Figure 1. Routed metal, one colour a layer.
Scale: 8 px per um.
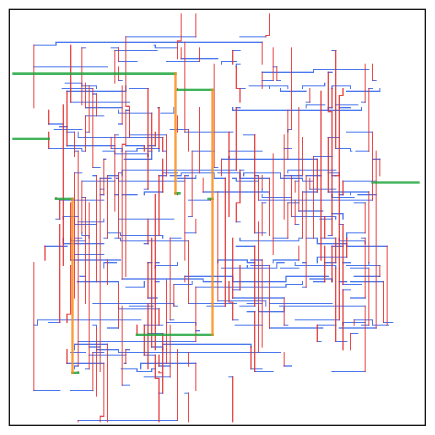
Figure 2. Metal 3.
Scale: 6 px per um. Cells faint in the background.
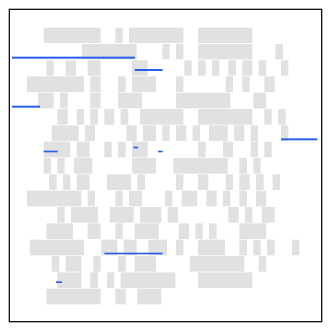
Figure 3. Clock routing.
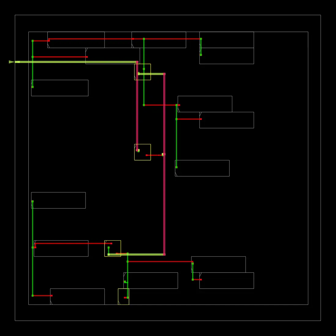
[config.mk]
export PLATFORM = sky130hd
export DESIGN_NAME = spike_hit_controller
export DESIGN_NICKNAME = d
export VERILOG_FILES = /design/src/rtl/spike_hit_controller.sv
export SDC_FILE = /design/constraint.sdc
export NUM_CORES = 1
export LEC_CHECK = 0
export ABC_AREA = 1
export CAP_MARGIN = 10
export CELL_PAD_IN_SITES_DETAIL_PLACEMENT = 1
export CELL_PAD_IN_SITES_GLOBAL_PLACEMENT = 1
export CORE_MARGIN = 2
export CORE_UTILIZATION = 44
export DETAILED_ROUTE_END_ITERATION = 8
export DONT_BUFFER_PORTS = 1
export GPL_TIMING_DRIVEN = 0
export PLACE_DENSITY = 0.83
export SLEW_MARGIN = 15
export SYNTH_ARGS = -nofsm -noshare
export SYNTH_HDL_FRONTEND = slang
export SYNTH_SLANG_ARGS = --single-unit
[constraint.sdc]
create_clock -name clk -period 2.3 [get_ports clk]
set_input_delay 0.345 -clock clk [delete_from_list [all_inputs] [get_ports clk]]
set_output_delay 0.345 -clock clk [all_outputs]
set_load 0.05 [all_outputs]
[src/rtl/spike_hit_controller.sv]
// rtl/spike_hit_controller.sv - per-frame player/spike collision, lives and invulnerability control
module spike_hit_controller #(
  parameter int LIVES_INIT    = 3,
  parameter int LIVES_W       = 2,
  parameter int INVULN_FRAMES = 90,
  parameter int BLINK_LOG2    = 3
) (
  input  logic               clk,
  input  logic               resetN,
  input  logic               startOfFrame,
  input  logic               game_on,
  input  logic               player_draw,
  input  logic               spikes_draw,
  output logic               hit_pulse,
  output logic               invuln,
  output logic               player_blink,
  output logic [LIVES_W-1:0] lives,
  output logic               player_dead
);

  localparam int                 CNT_W      = $clog2(INVULN_FRAMES + 1);
  localparam logic [CNT_W-1:0]   INV_LOAD   = CNT_W'(INVULN_FRAMES);
  localparam logic [CNT_W-1:0]   CNT_ONE    = CNT_W'(1);
  localparam logic [LIVES_W-1:0] LIVES_LOAD = LIVES_W'(LIVES_INIT);
  localparam logic [LIVES_W-1:0] LIVES_ONE  = LIVES_W'(1);

  typedef enum logic [1:0] {
    IDLE   = 2'd0,
    ARMED  = 2'd1,
    INVULN = 2'd2,
    DEAD   = 2'd3
  } state_t;

  state_t             state_q;
  logic               col_seen_q;
  logic               col_seen_d;
  logic [CNT_W-1:0]   inv_cnt_q;
  logic [CNT_W-1:0]   inv_cnt_dec;
  logic [LIVES_W-1:0] lives_q;
  logic               hit_pulse_q;
  logic               invuln_q;
  logic               blink_q;
  logic               dead_q;
  logic               overlap;

  assign overlap     = game_on & player_draw & spikes_draw;
  assign inv_cnt_dec = inv_cnt_q - CNT_ONE;

  // Frame collision accumulator; the sof pixel already belongs to the next frame.
  always_comb begin
    col_seen_d = col_seen_q;
    if (!game_on || state_q == IDLE) begin
      col_seen_d = 1'b0;
    end else if (startOfFrame) begin
      col_seen_d = overlap;
    end else begin
      col_seen_d = col_seen_q | overlap;
    end
  end

  // Collision flag register.
  always_ff @(posedge clk or negedge resetN) begin
    if (!resetN) begin
      col_seen_q <= 1'b0;
    end else begin
      col_seen_q <= col_seen_d;
    end
  end

  // Game FSM with registered outputs; decisions only on sof, except leaving the game.
  always_ff @(posedge clk or negedge resetN) begin
    if (!resetN) begin
      state_q     <= IDLE;
      lives_q     <= LIVES_LOAD;
      inv_cnt_q   <= '0;
      hit_pulse_q <= 1'b0;
      invuln_q    <= 1'b0;
      blink_q     <= 1'b0;
      dead_q      <= 1'b0;
    end else begin
      hit_pulse_q <= 1'b0;
      if (!game_on) begin
        state_q   <= IDLE;
        lives_q   <= LIVES_LOAD;
        inv_cnt_q <= '0;
        invuln_q  <= 1'b0;
        blink_q   <= 1'b0;
        dead_q    <= 1'b0;
      end else begin
        case (state_q)
          IDLE: begin
            state_q <= ARMED;
          end
          ARMED: begin
            if (startOfFrame && col_seen_q) begin
              hit_pulse_q <= 1'b1;
              if (lives_q <= LIVES_ONE) begin
                lives_q <= '0;
                dead_q  <= 1'b1;
                state_q <= DEAD;
              end else begin
                lives_q   <= lives_q - LIVES_ONE;
                inv_cnt_q <= INV_LOAD;
                invuln_q  <= 1'b1;
                blink_q   <= INV_LOAD[BLINK_LOG2];
                state_q   <= INVULN;
              end
            end
          end
          INVULN: begin
            if (startOfFrame) begin
              if (inv_cnt_q <= CNT_ONE) begin
                // Counter saturates at zero; the window closes on this sof.
                inv_cnt_q <= '0;
                invuln_q  <= 1'b0;
                blink_q   <= 1'b0;
                state_q   <= ARMED;
              end else begin
                inv_cnt_q <= inv_cnt_dec;
                blink_q   <= inv_cnt_dec[BLINK_LOG2];
              end
            end
          end
          DEAD: begin
            lives_q <= '0;
            dead_q  <= 1'b1;
          end
          default: begin
            state_q <= IDLE;
          end
        endcase
      end
    end
  end

  assign hit_pulse    = hit_pulse_q;
  assign invuln       = invuln_q;
  assign player_blink = blink_q;
  assign lives        = lives_q;
  assign player_dead  = dead_q;

endmodule
==> commit_impl_results.txt <==
Refresh implementation metrics

* Biggest register: inv_cnt_q
- Reg-to-reg critical path endpoint: state_q[0]
- For this run, the slowest stage of the critical path takes 0.61 ns.
* Fmax: 590 MHz
* Critical path class: reg -> reg
- Final critical delay including setup and external delays: 1.69 ns
* Number of standard cells in the final layout excluding fillers: 160
- Post-CTS repair ended up resizing 0 cells.
- Routing usage on met2: between 30 and 40%
* Die width: 51.8 um
- Power attributed to combinational cells is ~730 uW.
- Cts hold-fix bufs: 1
* Via count: between 800 and 900
- Measured along the y axis, the die boundary spans 51.8 um.
- In the final layout, flip-flops and latches take up a little over a third of the cell area.
- Detailed placement ended at an HPWL of approximately 1800 um.
* Area fraction in compound gates after synthesis: roughly 7.7%
- Per the detail_route log, the uppermost layer with routed signals is met4.
- Most used logic cell in the final layout: sky130_fd_sc_hd__nand2_1
- The synthesized netlist devotes 37.7% of its cell area to simple gates.
- The number of warnings reported in the stage logs is 30.
- The flow reports that the clock network draws 10.2% of the design power.
- Dominant synthesized flop cell: sky130_fd_sc_hd__dfrtp_1
* Fraction of final layout cells sized beyond drive strength 1: a little under a fifth
- The final timing report lists a max-slew violation count of 0.
* Storage cell area: between 300 and 400 sq um
- Reg-to-reg startpoint: player_blink
- Buffers outside the clock tree occupy 1.97% of the routed design's cell area.
- Number of H-tree levels: 1
- The via count of the first global-routing pass is slightly above 900.
- Number of I/O port buffers: 0
- In this run the mean area of a mapped cell was 7.92 sq um.
- For the worst min-delay path, the startpoint reported by OpenROAD is player_draw.
- The register with the most flip-flops in the layout has 6 of them.
- The final layout reports a setup TNS of 0 ns.
- Per the GRT log, the top usage layer is met2.
- CP endpoint: state_q[0]
* Total leakage power: 0.565 nW
- Insertion Delay late pin: 0.29 ns
- Recorded from the global router log, the overflow total was 0.
* Synth Area in Adders: 7.46%
- Final cycle utilization of the critical path: 73.7%
- In the power breakdown, the biggest contributor is combinational cells.
* Run status: complete, no violations
- Summing every instance area after synthesis gives between 1000 and 1500 sq um.
- Met2 routed WL: 1180 um
- Net switching is approximately 53% of the power.
* Layout filler cell count: 271
- Critical path arrival: 1.88 ns
- Sequential power share: 40.7%
- Global routing used 4.02% of the available met3 tracks.
* Buffer count excluding the clock tree in the final layout: 2
* Die Footprint: around 2700 sq um
* Kind of cell adding the most delay to the critical path: simple AND/OR/NAND/NOR gates
* Main combinational cell family by area after synthesis: simple AND/OR/NAND/NOR gates
- Per the layout report, the design carries 19 non-clock inverters.
- Setup slack of the worst register-to-register path: 0.61 ns
- Routing resource usage on met1 recorded by global route was 20.6%.
- Placeable Area: 2190 sq um
- The number of antenna violations at the first check in global routing was 0.
- In the post-route report, total wirelength is listed as 2220 um.
- Clk pin slew, worst setup/hold paths: 0.09 ns
* Number of enable-type register cells in the synthesized netlist: 0
- Setup crit start: player_blink
* Gp weighted congestion: 0.822
- The cell sequence reported for the critical path is nor2_2 > nand2_1 > nand2_1 > nand2_1 > nand3_2 > nand3_1 > nand2_1 > nand2_1.
- Nets still carrying antenna violations after routing amount to 0.
* Standard cell with the maximum stage delay on the critical path: sky130_fd_sc_hd__dfrtp_1
- Relative slew slack: 53.9%
* First-pass GRT wire length: 3900 um
- Post-Route M1 WL: approximately 900 um
* #MultiIn Comb: 92
About Figure 1:
| colour | layer | wire length |
|---|---|---|
| red | metal 2 | 1180 um |
| blue | metal 1 | 920 um |
| green | metal 3 | 47.4 um |
| orange | metal 4 | 67.3 um |
mean routed wirelength per cell: 13.9 um
gr usage total: 20.4%

About Figure 2:
main direction: horizontal
nets with wire on the layer: 5
share of all routed wire: 2.1%

About Figure 3:
clk pwr: 153 uW
Worst Skew: 0.00236 ns
number of clock buffers in the layout: 3
sequential cell count of the final layout: 15

## metrics by stage
step | total power [mW] | setup slack [ns] | hold slack (ns) | instance area [sq um]
2_1_floorplan | 1.18 | 0.866 | 0.0494 | 1010
3_3_place_gp | 1.29 | 0.702 | 0.0497 | 1040
3_5_place_dp | 1.35 | 0.647 | 0.0497 | 1040
4_1_cts | 1.52 | 0.619 | 0.185 | 1080
5_1_grt | 1.65 | 0.447 | 0.184 | 1080
6_report | 1.50 | 0.605 | 0.189 | 1080
## logic make-up (layout without fill, tap and decap cells)
family | Yosys count | count (layout)
AOI/OAI and AO/OA | 13 | 13
xor gates and xnor gates | 1 | 1
adders and majority gates | 6 | 6
buffers and inverters | 20 | 25
DFF | 15 | 15
and+or+nand+nor | 72 | 72
Power and IR drop assume default switching activity.
